==> run_1/util_map.png <==
6 x 7 tiles, from white (low) to dark blue (high), 0 to 100% covered.
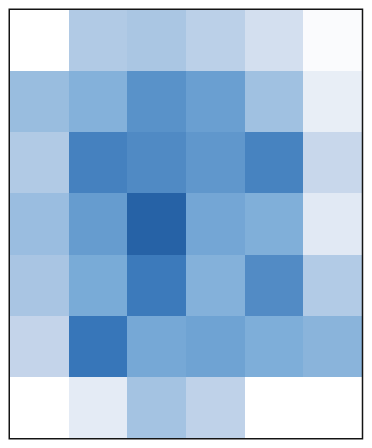
==> run_1/m1.png <==
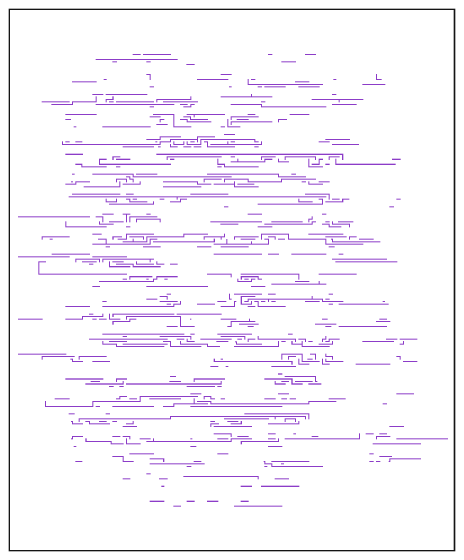
==> run_1/placed.png <==
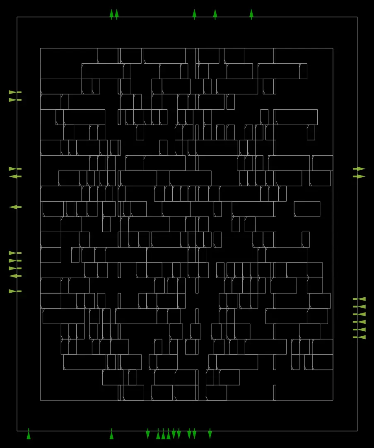
===== src/rtl/game_pkg.sv =====
// Shared types and constants for the game round controller: action codes,
// one-hot position encodings, FSM states, winner codes and small helpers.
package game_pkg;

  typedef enum logic [2:0] {
    ACT_KICK  = 3'b000,
    ACT_PUNCH = 3'b001,
    ACT_WAIT  = 3'b010,
    ACT_JUMP  = 3'b011,
    ACT_LEFT  = 3'b100,
    ACT_RIGHT = 3'b101
  } action_e;

  // Player 1 stands on the left: its index grows as the one-hot bit moves right.
  localparam logic [2:0] POS1_IDX0 = 3'b100;
  localparam logic [2:0] POS1_IDX1 = 3'b010;
  localparam logic [2:0] POS1_IDX2 = 3'b001;
  // Player 2 is mirrored: its index grows as the one-hot bit moves left.
  localparam logic [2:0] POS2_IDX0 = 3'b001;
  localparam logic [2:0] POS2_IDX1 = 3'b010;
  localparam logic [2:0] POS2_IDX2 = 3'b100;

  typedef enum logic [2:0] {
    ST_IDLE    = 3'd0,
    ST_COLLECT = 3'd1,
    ST_RESOLVE = 3'd2,
    ST_APPLY   = 3'd3,
    ST_DONE    = 3'd4
  } state_e;

  typedef enum logic [1:0] {
    WIN_NONE = 2'b00,
    WIN_P1   = 2'b01,
    WIN_P2   = 2'b10,
    WIN_DRAW = 2'b11
  } winner_e;

  // Codes 110/111 are not actions; they are treated as standing still.
  function automatic action_e sanitize_action(input logic [2:0] code);
    if (code == 3'b110 || code == 3'b111) return ACT_WAIT;
    return action_e'(code);
  endfunction

  // A non-one-hot position falls back to index 0.
  function automatic logic [1:0] decode_pos1(input logic [2:0] pos);
    case (pos)
      POS1_IDX1: return 2'd1;
      POS1_IDX2: return 2'd2;
      default:   return 2'd0;
    endcase
  endfunction

  function automatic logic [1:0] decode_pos2(input logic [2:0] pos);
    case (pos)
      POS2_IDX1: return 2'd1;
      POS2_IDX2: return 2'd2;
      default:   return 2'd0;
    endcase
  endfunction

  // Health never wraps below zero.
  function automatic logic [1:0] sat_sub(input logic [1:0] hp, input logic [1:0] dmg);
    return (hp > dmg) ? hp - dmg : 2'd0;
  endfunction

endpackage


===== src/rtl/game_round_ctrl_if.sv =====
// Player-side handshake bundle: action offers with their acks, and positions.
// The player side (testbench or player logic) is master; the controller is slave.
interface game_round_ctrl_if;
  logic       act1_valid;
  logic [2:0] act1;
  logic       act1_ack;
  logic       act2_valid;
  logic [2:0] act2;
  logic       act2_ack;
  logic [2:0] pos1;
  logic [2:0] pos2;

  modport master (
    output act1_valid, act1, act2_valid, act2, pos1, pos2,
    input  act1_ack, act2_ack
  );

  modport slave (
    input  act1_valid, act1, act2_valid, act2, pos1, pos2,
    output act1_ack, act2_ack
  );
endinterface


===== src/rtl/hit_resolver.sv =====
// Combinational hit/damage evaluation for one turn. A kick lands when the
// players are close enough (i1+i2 >= 3) and the target is not jumping; a
// punch needs point-blank range (i1+i2 == 4) and a target that is not waiting.
module hit_resolver
  import game_pkg::*;
(
  input  action_e    act1,
  input  action_e    act2,
  input  logic [1:0] i1,
  input  logic [1:0] i2,
  output logic [1:0] dmg1,
  output logic [1:0] dmg2
);

  logic [2:0] dist_sum;

  assign dist_sum = {1'b0, i1} + {1'b0, i2};

  // Damage dealt by each attacker to the other; each player plays one action.
  always_comb begin
    // NOTE: every output gets a default first so no path leaves it unassigned,
    // which would otherwise infer a latch.
    dmg1 = 2'd0;
    dmg2 = 2'd0;
    if (act1 == ACT_KICK && dist_sum >= 3'd3 && act2 != ACT_JUMP) dmg2 = 2'd1;
    if (act1 == ACT_PUNCH && dist_sum == 3'd4 && act2 != ACT_WAIT) dmg2 = 2'd2;
    if (act2 == ACT_KICK && dist_sum >= 3'd3 && act1 != ACT_JUMP) dmg1 = 2'd1;
    if (act2 == ACT_PUNCH && dist_sum == 3'd4 && act1 != ACT_WAIT) dmg1 = 2'd2;
  end

endmodule


===== src/rtl/game_round_ctrl.sv =====
// Round controller for a two-player fighting game: collects one action per
// player per turn, resolves hits, applies damage and detects the end of match.
// Optional macro TURN_TIMEOUT_EN: when defined, a turn times out after
// TURN_TICKS tick strobes and missing actions are forced to wait; when
// undefined, tick is ignored and a turn waits for both actions indefinitely.
module game_round_ctrl
  import game_pkg::*;
#(
  parameter int unsigned START_HP   = 3,
  parameter int unsigned TURN_TICKS = 8
) (
  input  logic             clk,
  input  logic             rst,
  input  logic             start,
  input  logic             tick,
  game_round_ctrl_if.slave act_if,
  output logic [2:0]       turn_act1,
  output logic [2:0]       turn_act2,
  output logic             resolve,
  output logic [1:0]       hp1,
  output logic [1:0]       hp2,
  output logic             game_over,
  output logic [1:0]       winner
);

  localparam logic [1:0] HP_INIT = START_HP[1:0];

  state_e     state_q, state_d;
  action_e    act1_q, act1_d, act2_q, act2_d;
  logic       have1_q, have1_d, have2_q, have2_d;
  logic [1:0] dmg1_q, dmg1_d, dmg2_q, dmg2_d;
  logic [1:0] hp1_q, hp1_d, hp2_q, hp2_d;
  winner_e    winner_q, winner_d;

  logic       accept1, accept2;
  logic       timeout;
  logic [1:0] i1, i2;
  logic [1:0] dmg1_c, dmg2_c;

  // An offer is taken only while collecting and only once per player per turn.
  assign accept1 = (state_q == ST_COLLECT) && act_if.act1_valid && !have1_q;
  assign accept2 = (state_q == ST_COLLECT) && act_if.act2_valid && !have2_q;

  assign i1 = decode_pos1(act_if.pos1);
  assign i2 = decode_pos2(act_if.pos2);

  hit_resolver u_hit_resolver (
    .act1 (act1_q),
    .act2 (act2_q),
    .i1   (i1),
    .i2   (i2),
    .dmg1 (dmg1_c),
    .dmg2 (dmg2_c)
  );

`ifdef TURN_TIMEOUT_EN
  localparam int CNT_W = $clog2(TURN_TICKS + 1);

  logic [CNT_W-1:0] cnt_q, cnt_d;

  // The turn times out on the tick that brings the count to TURN_TICKS.
  assign timeout = (state_q == ST_COLLECT) && tick && (cnt_q == CNT_W'(TURN_TICKS - 1));

  // Tick counter runs only while collecting and is cleared in every other state.
  always_comb begin
    cnt_d = '0;
    if (state_q == ST_COLLECT) cnt_d = tick ? cnt_q + CNT_W'(1) : cnt_q;
  end

  // Tick counter register.
  always_ff @(posedge clk) begin
    if (rst) cnt_q <= '0;
    else     cnt_q <= cnt_d;
  end
`else
  logic unused_tick;

  assign unused_tick = tick;
  assign timeout     = 1'b0;
`endif

  // Turn datapath: action latches, damage capture, health and winner update.
  always_comb begin
    act1_d   = act1_q;
    act2_d   = act2_q;
    have1_d  = have1_q;
    have2_d  = have2_q;
    dmg1_d   = dmg1_q;
    dmg2_d   = dmg2_q;
    hp1_d    = hp1_q;
    hp2_d    = hp2_q;
    winner_d = winner_q;
    unique case (state_q)
      ST_IDLE: begin
        if (start) begin
          hp1_d    = HP_INIT;
          hp2_d    = HP_INIT;
          winner_d = WIN_NONE;
          have1_d  = 1'b0;
          have2_d  = 1'b0;
          act1_d   = ACT_WAIT;
          act2_d   = ACT_WAIT;
        end
      end
      ST_COLLECT: begin
        if (accept1) begin
          act1_d  = sanitize_action(act_if.act1);
          have1_d = 1'b1;
        end
        if (accept2) begin
          act2_d  = sanitize_action(act_if.act2);
          have2_d = 1'b1;
        end
        if (timeout && !have1_d) begin
          act1_d  = ACT_WAIT;
          have1_d = 1'b1;
        end
        if (timeout && !have2_d) begin
          act2_d  = ACT_WAIT;
          have2_d = 1'b1;
        end
      end
      ST_RESOLVE: begin
        dmg1_d = dmg1_c;
        dmg2_d = dmg2_c;
      end
      ST_APPLY: begin
        hp1_d = sat_sub(hp1_q, dmg1_q);
        hp2_d = sat_sub(hp2_q, dmg2_q);
        if (hp1_d == 2'd0 && hp2_d == 2'd0) winner_d = WIN_DRAW;
        else if (hp1_d == 2'd0)             winner_d = WIN_P2;
        else if (hp2_d == 2'd0)             winner_d = WIN_P1;
        else begin
          have1_d = 1'b0;
          have2_d = 1'b0;
        end
      end
      ST_DONE: ;
      default: ;
    endcase
  end

  // Datapath registers with synchronous reset.
  always_ff @(posedge clk) begin
    // NOTE: sequential state uses non-blocking assignments so every register
    // samples the pre-edge values, independent of statement order.
    if (rst) begin
      act1_q   <= ACT_WAIT;
      act2_q   <= ACT_WAIT;
      have1_q  <= 1'b0;
      have2_q  <= 1'b0;
      dmg1_q   <= 2'd0;
      dmg2_q   <= 2'd0;
      hp1_q    <= HP_INIT;
      hp2_q    <= HP_INIT;
      winner_q <= WIN_NONE;
    end else begin
      act1_q   <= act1_d;
      act2_q   <= act2_d;
      have1_q  <= have1_d;
      have2_q  <= have2_d;
      dmg1_q   <= dmg1_d;
      dmg2_q   <= dmg2_d;
      hp1_q    <= hp1_d;
      hp2_q    <= hp2_d;
      winner_q <= winner_d;
    end
  end

  // FSM state register.
  always_ff @(posedge clk) begin
    if (rst) state_q <= ST_IDLE;
    else     state_q <= state_d;
  end

  // FSM next-state logic.
  always_comb begin
    state_d = state_q;
    unique case (state_q)
      ST_IDLE:    if (start) state_d = ST_COLLECT;
      ST_COLLECT: if (have1_d && have2_d) state_d = ST_RESOLVE;
      ST_RESOLVE: state_d = ST_APPLY;
      ST_APPLY:   state_d = (hp1_d == 2'd0 || hp2_d == 2'd0) ? ST_DONE : ST_COLLECT;
      ST_DONE:    if (start) state_d = ST_IDLE;
      default:    state_d = ST_IDLE;
    endcase
  end

  // FSM outputs: acks, resolve strobe, presented actions and match status.
  always_comb begin
    act_if.act1_ack = accept1;
    act_if.act2_ack = accept2;
    resolve         = (state_q == ST_APPLY);
    game_over       = (state_q == ST_DONE);
    turn_act1       = ACT_WAIT;
    turn_act2       = ACT_WAIT;
    if (state_q == ST_APPLY) begin
      turn_act1 = act1_q;
      turn_act2 = act2_q;
    end
  end

  assign hp1    = hp1_q;
  assign hp2    = hp2_q;
  assign winner = winner_q;

endmodule


===== src/flat_wrapper.sv =====
// flat-port wrapper written by rule: the top's interface ports become plain ports
module game_round_ctrl_flat import game_pkg::*;
#(
  parameter int unsigned START_HP   = 3,
  parameter int unsigned TURN_TICKS = 8
)
  (clk, rst, start, tick, turn_act1, turn_act2, resolve, hp1, hp2, game_over, winner, act_if_act1_valid, act_if_act1, act_if_act2_valid, act_if_act2, act_if_pos1, act_if_pos2, act_if_act1_ack, act_if_act2_ack);
  game_round_ctrl_if act_if_i ();
  input  logic clk;
  input  logic rst;
  input  logic start;
  input  logic tick;
  output logic [2:0] turn_act1;
  output logic [2:0] turn_act2;
  output logic resolve;
  output logic [1:0] hp1;
  output logic [1:0] hp2;
  output logic game_over;
  output logic [1:0] winner;
  input wire logic [$bits(act_if_i.act1_valid)-1:0] act_if_act1_valid;
  input wire logic [$bits(act_if_i.act1)-1:0] act_if_act1;
  input wire logic [$bits(act_if_i.act2_valid)-1:0] act_if_act2_valid;
  input wire logic [$bits(act_if_i.act2)-1:0] act_if_act2;
  input wire logic [$bits(act_if_i.pos1)-1:0] act_if_pos1;
  input wire logic [$bits(act_if_i.pos2)-1:0] act_if_pos2;
  output wire logic [$bits(act_if_i.act1_ack)-1:0] act_if_act1_ack;
  output wire logic [$bits(act_if_i.act2_ack)-1:0] act_if_act2_ack;
  assign act_if_i.act1_valid = act_if_act1_valid;
  assign act_if_i.act1 = act_if_act1;
  assign act_if_i.act2_valid = act_if_act2_valid;
  assign act_if_i.act2 = act_if_act2;
  assign act_if_i.pos1 = act_if_pos1;
  assign act_if_i.pos2 = act_if_pos2;
  assign act_if_act1_ack = act_if_i.act1_ack;
  assign act_if_act2_ack = act_if_i.act2_ack;
  game_round_ctrl #(.START_HP(START_HP), .TURN_TICKS(TURN_TICKS)) u_core (.clk(clk), .rst(rst), .start(start), .tick(tick), .act_if(act_if_i), .turn_act1(turn_act1), .turn_act2(turn_act2), .resolve(resolve), .hp1(hp1), .hp2(hp2), .game_over(game_over), .winner(winner));
endmodule

===== config.mk =====
export PLATFORM = sky130hd
export DESIGN_NAME = game_round_ctrl_flat
export DESIGN_NICKNAME = d
export VERILOG_FILES = /design/src/rtl/game_pkg.sv /design/src/rtl/game_round_ctrl_if.sv /design/src/rtl/hit_resolver.sv /design/src/rtl/game_round_ctrl.sv /design/src/flat_wrapper.sv
export SDC_FILE = /design/constraint.sdc
export NUM_CORES = 1
export LEC_CHECK = 0
export ABC_AREA = 1
export CORE_ASPECT_RATIO = 1.25
export CORE_MARGIN = 4
export CORE_UTILIZATION = 40
export CTS_BUF_LIST = sky130_fd_sc_hd__clkbuf_8
export DETAILED_ROUTE_END_ITERATION = 8
export PLACE_DENSITY_LB_ADDON = 0.1
export SYNTH_ARGS = -nofsm -noshare
export SYNTH_HDL_FRONTEND = slang
export SYNTH_HIERARCHICAL = 1
export SYNTH_SLANG_ARGS = --single-unit

===== constraint.sdc =====
create_clock -name clk -period 4.3 [get_ports clk]
set_input_delay 1.075 -clock clk [delete_from_list [all_inputs] [get_ports clk]]
set_output_delay 1.075 -clock clk [all_outputs]
set_load 0.02 [all_outputs]

==> flow_summary_export.csv, run 1 <==
group,metric,value,unit
status,status,"finished, final reports clean",
clock_tree,cts_resized,0,
logic_synthesis,syn_area,1380,µm²
detailed_routing,wirelength,3200,µm
logic_synthesis,synth.top_cell.area_share,30.6,%
logic_synthesis,avgSynthCellArea,6.46,µm²
logic_synthesis,synthArstFlopShare,0,%
worst_setup_path,reg2reg_slack,2.29,ns
sta,fmax,291,MHz
job,max-cap-violations,0,
cells_and_area,syn2layout_area_growth,28.9,%
sta,final_hold_viol_count,0,
clock_tree,cts_tree,"built",
hold_path,holdPathEnd,"u_core/winner[1]$_SDFFE_PP0P_",
worst_setup_path,critPathRequiredTime,3.22,ns
clock_tree,cts_max_level,1,
global_route,overflow,0,
place,post-place-cells,280,
worst_setup_path,cp_common_cell,"clkdlybuf4s50_1",
detailed_routing,avgRoutedWirePerCell,11.3,µm
worst_setup_path,critPathBufInv,3,
worst_setup_path,crit_arrival,2.36,ns
die,ios,34,
sta,tightest_slew,0.505,ns
worst_setup_path,crit_chain,"clkdlybuf4s50_1 > nand3_2 > inv_1 > clkdlybuf4s50_1",
sta,finalCritPeriodShare,79.8,%
pwr,comb_cell_power,0.000184,W
detailed_routing,drt-vias-per-instance,4.78,
global_route,top_usage_layer,"met2",
clock_tree,cts.path.max_buffers,2,
worst_setup_path,rr_startpoint,"u_core/hp1[0]$_SDFF_PP1_",
die,die_y,73.6,µm
logic_synthesis,synth-edff-count,0,
worst_setup_path,crit_path_end,"act_if_act1_ack",
worst_setup_path,reg2reg_to,"u_core/state_q[0]$_SDFFE_PP0P_",
cells_and_area,antenna_cells,0,
die,core,3250,µm²
pwr,ir_worst_vdd,0.000209,V
worst_setup_path,slowest_stage,"clkdlybuf4s50_1",
detailed_routing,met3_length,114,µm
pwr,p_leak,0.832,nW
worst_setup_path,worstRegToRegCells,14,
-- util_map.png (at the start) --
fullest tile = 80%
emptiest ninth of the die = top right
mean over tiles = 39%

-- m1.png (at the start) --
longest straight run = 35.0 µm
nets with wire on the layer = 249

-- placed.png (at the start) --
num rows: 23
fraction of area in registers: 23.7%

[run 1: final cells by class]
class / count / share of cell area [%]
Clock buffer: 3 / 2.33
Clock inverter: 1 / 0.282
Inverter: 40 / 8.54
Multi-Input combinational cell: 149 / 44.0
Sequential cell: 21 / 23.7
Tap cell: 37 / 2.61
Timing Repair Buffer: 33 / 18.5
[run 1: logic make-up (layout without fill, tap and decap cells)]
family	after synthesis	after routing	synth area share, %
AND/OR/NAND/NOR	118	118	38.6
buffers and inverters	43	77	12.6
AND-OR/OR-AND	23	23	9.28
flip-flops	21	21	30.6
adder cells (fa/ha/maj)	8	8	8.92
[run 1: tightest hold or removal path, stage by stage (launching register included)]
cell and delay (ns):
dfxtp_1 0.31, nand2_1 0.06, a21oi_1 0.05
==> run_1/gates.png <==
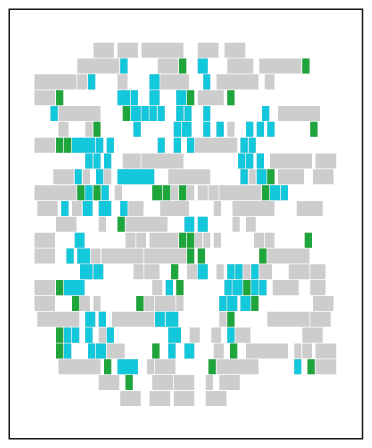

==> run 2: changes to the inputs <==
==> constraint.sdc (replaced) <==
create_clock -name clk -period 3.4 [get_ports clk]
set_input_delay 0.85 -clock clk [delete_from_list [all_inputs] [get_ports clk]]
set_output_delay 0.85 -clock clk [all_outputs]
set_load 0.02 [all_outputs]
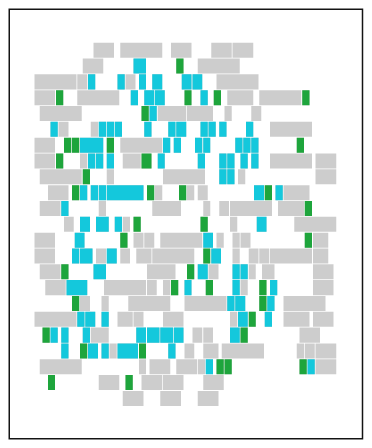
(run_2/gates.png)
cyan -> nand cells  # cells 90, most used nand2_1
green -> inv cells  # cells 40, most used inv_1, where all over the die
final cell count without fillers: 284
dominant logic cell type in the layout: nand2_1
combinational share of cell area: 44.0%

==> flow_summary_export.csv, run 2 <==
group,metric,value,unit
logic_synthesis,synth.logic.top_family,"simple AND/OR/NAND/NOR gates",
worst_setup_path,reg2reg_to,"u_core/state_q[0]$_SDFFE_PP0P_",
logic_synthesis,syn_area,1380,µm²
die,num_rows,23,
pwr,ir_worst_vdd,0.000246,V
global_route,overflow,0,
die,core,3250,µm²
clock_tree,cts_max_level,1,
status,status,"finished, final reports clean",
worst_setup_path,critPathRequiredTime,2.55,ns
pwr,p_leak,0.832,nW
cells_and_area,antenna_cells,0,
clock_tree,cts_tree,"built",
detailed_routing,avgRoutedWirePerCell,11.2,µm
detailed_routing,met3_length,123,µm
logic_synthesis,synthArstFlopShare,0,%
logic_synthesis,muxShareOfSynthArea,0,%
logic_synthesis,synth-edff-count,0,
worst_setup_path,worstRegToRegCells,14,
logic_synthesis,avgSynthCellArea,6.46,µm²
clock_tree,cts_resized,0,
logic_synthesis,synth.top_cell.area_share,30.6,%
die,die_y,73.6,µm
logic_synthesis,ys_sh_xor,0,%
logic_synthesis,aoi_share,9.28,%
sta,final_hold_viol_count,0,
sta,finalCritPeriodShare,88.6,%
cells_and_area,syn2layout_area_growth,28.9,%
sta,fmax,332,MHz
job,max-cap-violations,0,
logic_synthesis,yosys.area_share.adder,8.92,%
## run 2: cell counts after synthesis
No cell type changed its count.
## run 2: cell type report
class	count	area (µm²)
fill	344	1480
clock buffer	3	41.3
multi-input combinational	149	781
timing repair buffer	33	328
sequential	21	420
inverter	40	151
clock inverter	1	5.00
tap	37	46.3
## run 2: power groups by stage
stage / registers (W) / clock network [W] / logic (W)
floorplan: 0.000295 / 0 / 0.000165
global placement: 0.000299 / 0 / 0.000230
detailed placement: 0.000300 / 0 / 0.000230
CTS: 0.000294 / 0.000175 / 0.000232
global route: 0.000297 / 0.000182 / 0.000264
finish: 0.000294 / 0.000166 / 0.000231
## run 2: worst max-delay path: stages
cell and delay (ns):
clkdlybuf4s50_1 0.52, nand3_2 0.11, inv_1 0.09, clkdlybuf4s50_1 0.59
==> run_2/m1.png <==
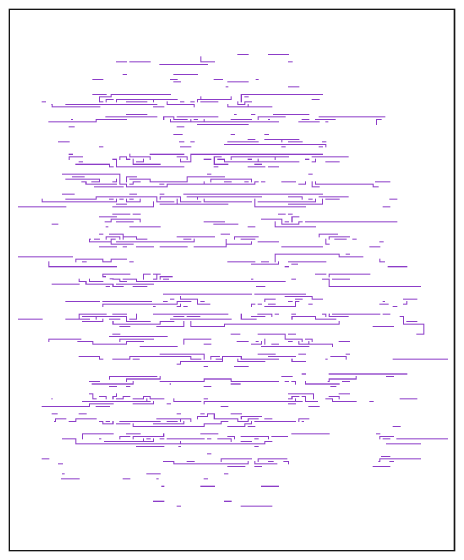

==> run 3: changes to the inputs <==
--- a/config.mk
+++ b/config.mk
@@ -11,6 +11,7 @@
 export CORE_UTILIZATION = 40
 export CTS_BUF_LIST = sky130_fd_sc_hd__clkbuf_8
 export DETAILED_ROUTE_END_ITERATION = 8
+export MAX_ROUTING_LAYER = met4
 export PLACE_DENSITY_LB_ADDON = 0.1
 export SYNTH_ARGS = -nofsm -noshare
 export SYNTH_HDL_FRONTEND = slang
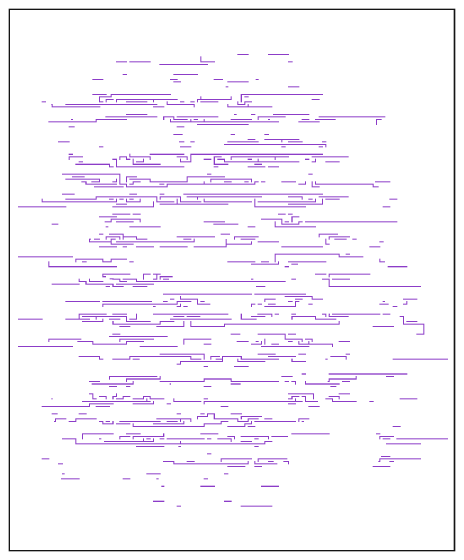
(run_3/m1.png)
Vias: 1354
total length of routed wires: 3180 µm

==> flow_summary_export.csv, run 3 <==
group,metric,value,unit
status,status,"finished, final reports clean",
place,post-place-cells,280,
die,core,3250,µm²
logic_synthesis,avgSynthCellArea,6.46,µm²
die,ios,34,
cells_and_area,finalNonFillerCells,284,
pwr,powerSeq,0.000294,W
pwr,comb_cell_power,0.000231,W
die,die_y,73.6,µm
global_route,top_usage_layer,"met2",
logic_synthesis,yosys.area_share.adder,8.92,%
worst_setup_path,critPathRequiredTime,2.55,ns
detailed_routing,avgRoutedWirePerCell,11.2,µm
cells_and_area,syn2layout_area_growth,28.9,%
worst_setup_path,reg2reg_slack,1.35,ns
detailed_routing,met3_length,116,µm
detailed_routing,drt-vias-per-instance,4.77,
logic_synthesis,synth.top_cell.area_share,30.6,%
logic_synthesis,syn_area,1380,µm²
worst_setup_path,crit_path_end,"act_if_act1_ack",
logic_synthesis,synth.logic.top_family,"simple AND/OR/NAND/NOR gates",
sta,final_hold_viol_count,0,
worst_setup_path,worstRegToRegCells,14,
pwr,ir_worst_vdd,0.000246,V
sta,finalCritPeriodShare,88.6,%
sta,fmax,332,MHz
cells_and_area,antenna_cells,0,
clock_tree,cts_tree,"built",
## run 3: stage by stage
| step | instance area, µm² | hold WS, ns | util [%] |
|---|---|---|---|
| detailed placement | 1730 | 0.458 | 53.1 |
| global placement | 1730 | 0.455 | 53.1 |
| CTS | 1770 | 0.471 | 54.5 |
| finish | 1770 | 0.474 | 54.5 |
| floorplan | 1380 | 0.481 | - |
| global route | 1770 | 0.510 | 54.5 |
## run 3: worst max-delay path, cell delays in order
cell and delay (ns):
clkdlybuf4s50_1 0.52, nand3_2 0.11, inv_1 0.09, clkdlybuf4s50_1 0.59
## run 3: layout make-up
type	instances	area (µm²)
flip-flops and latches	21	420
clock buffers	3	41.3
fillers	344	1480
well taps	37	46.3
multi-input cells	149	781
inverters	40	151
clock inverters	1	5.00
repair buffers	33	328
No activity file was given, so power comes from the tool's default toggle rates.
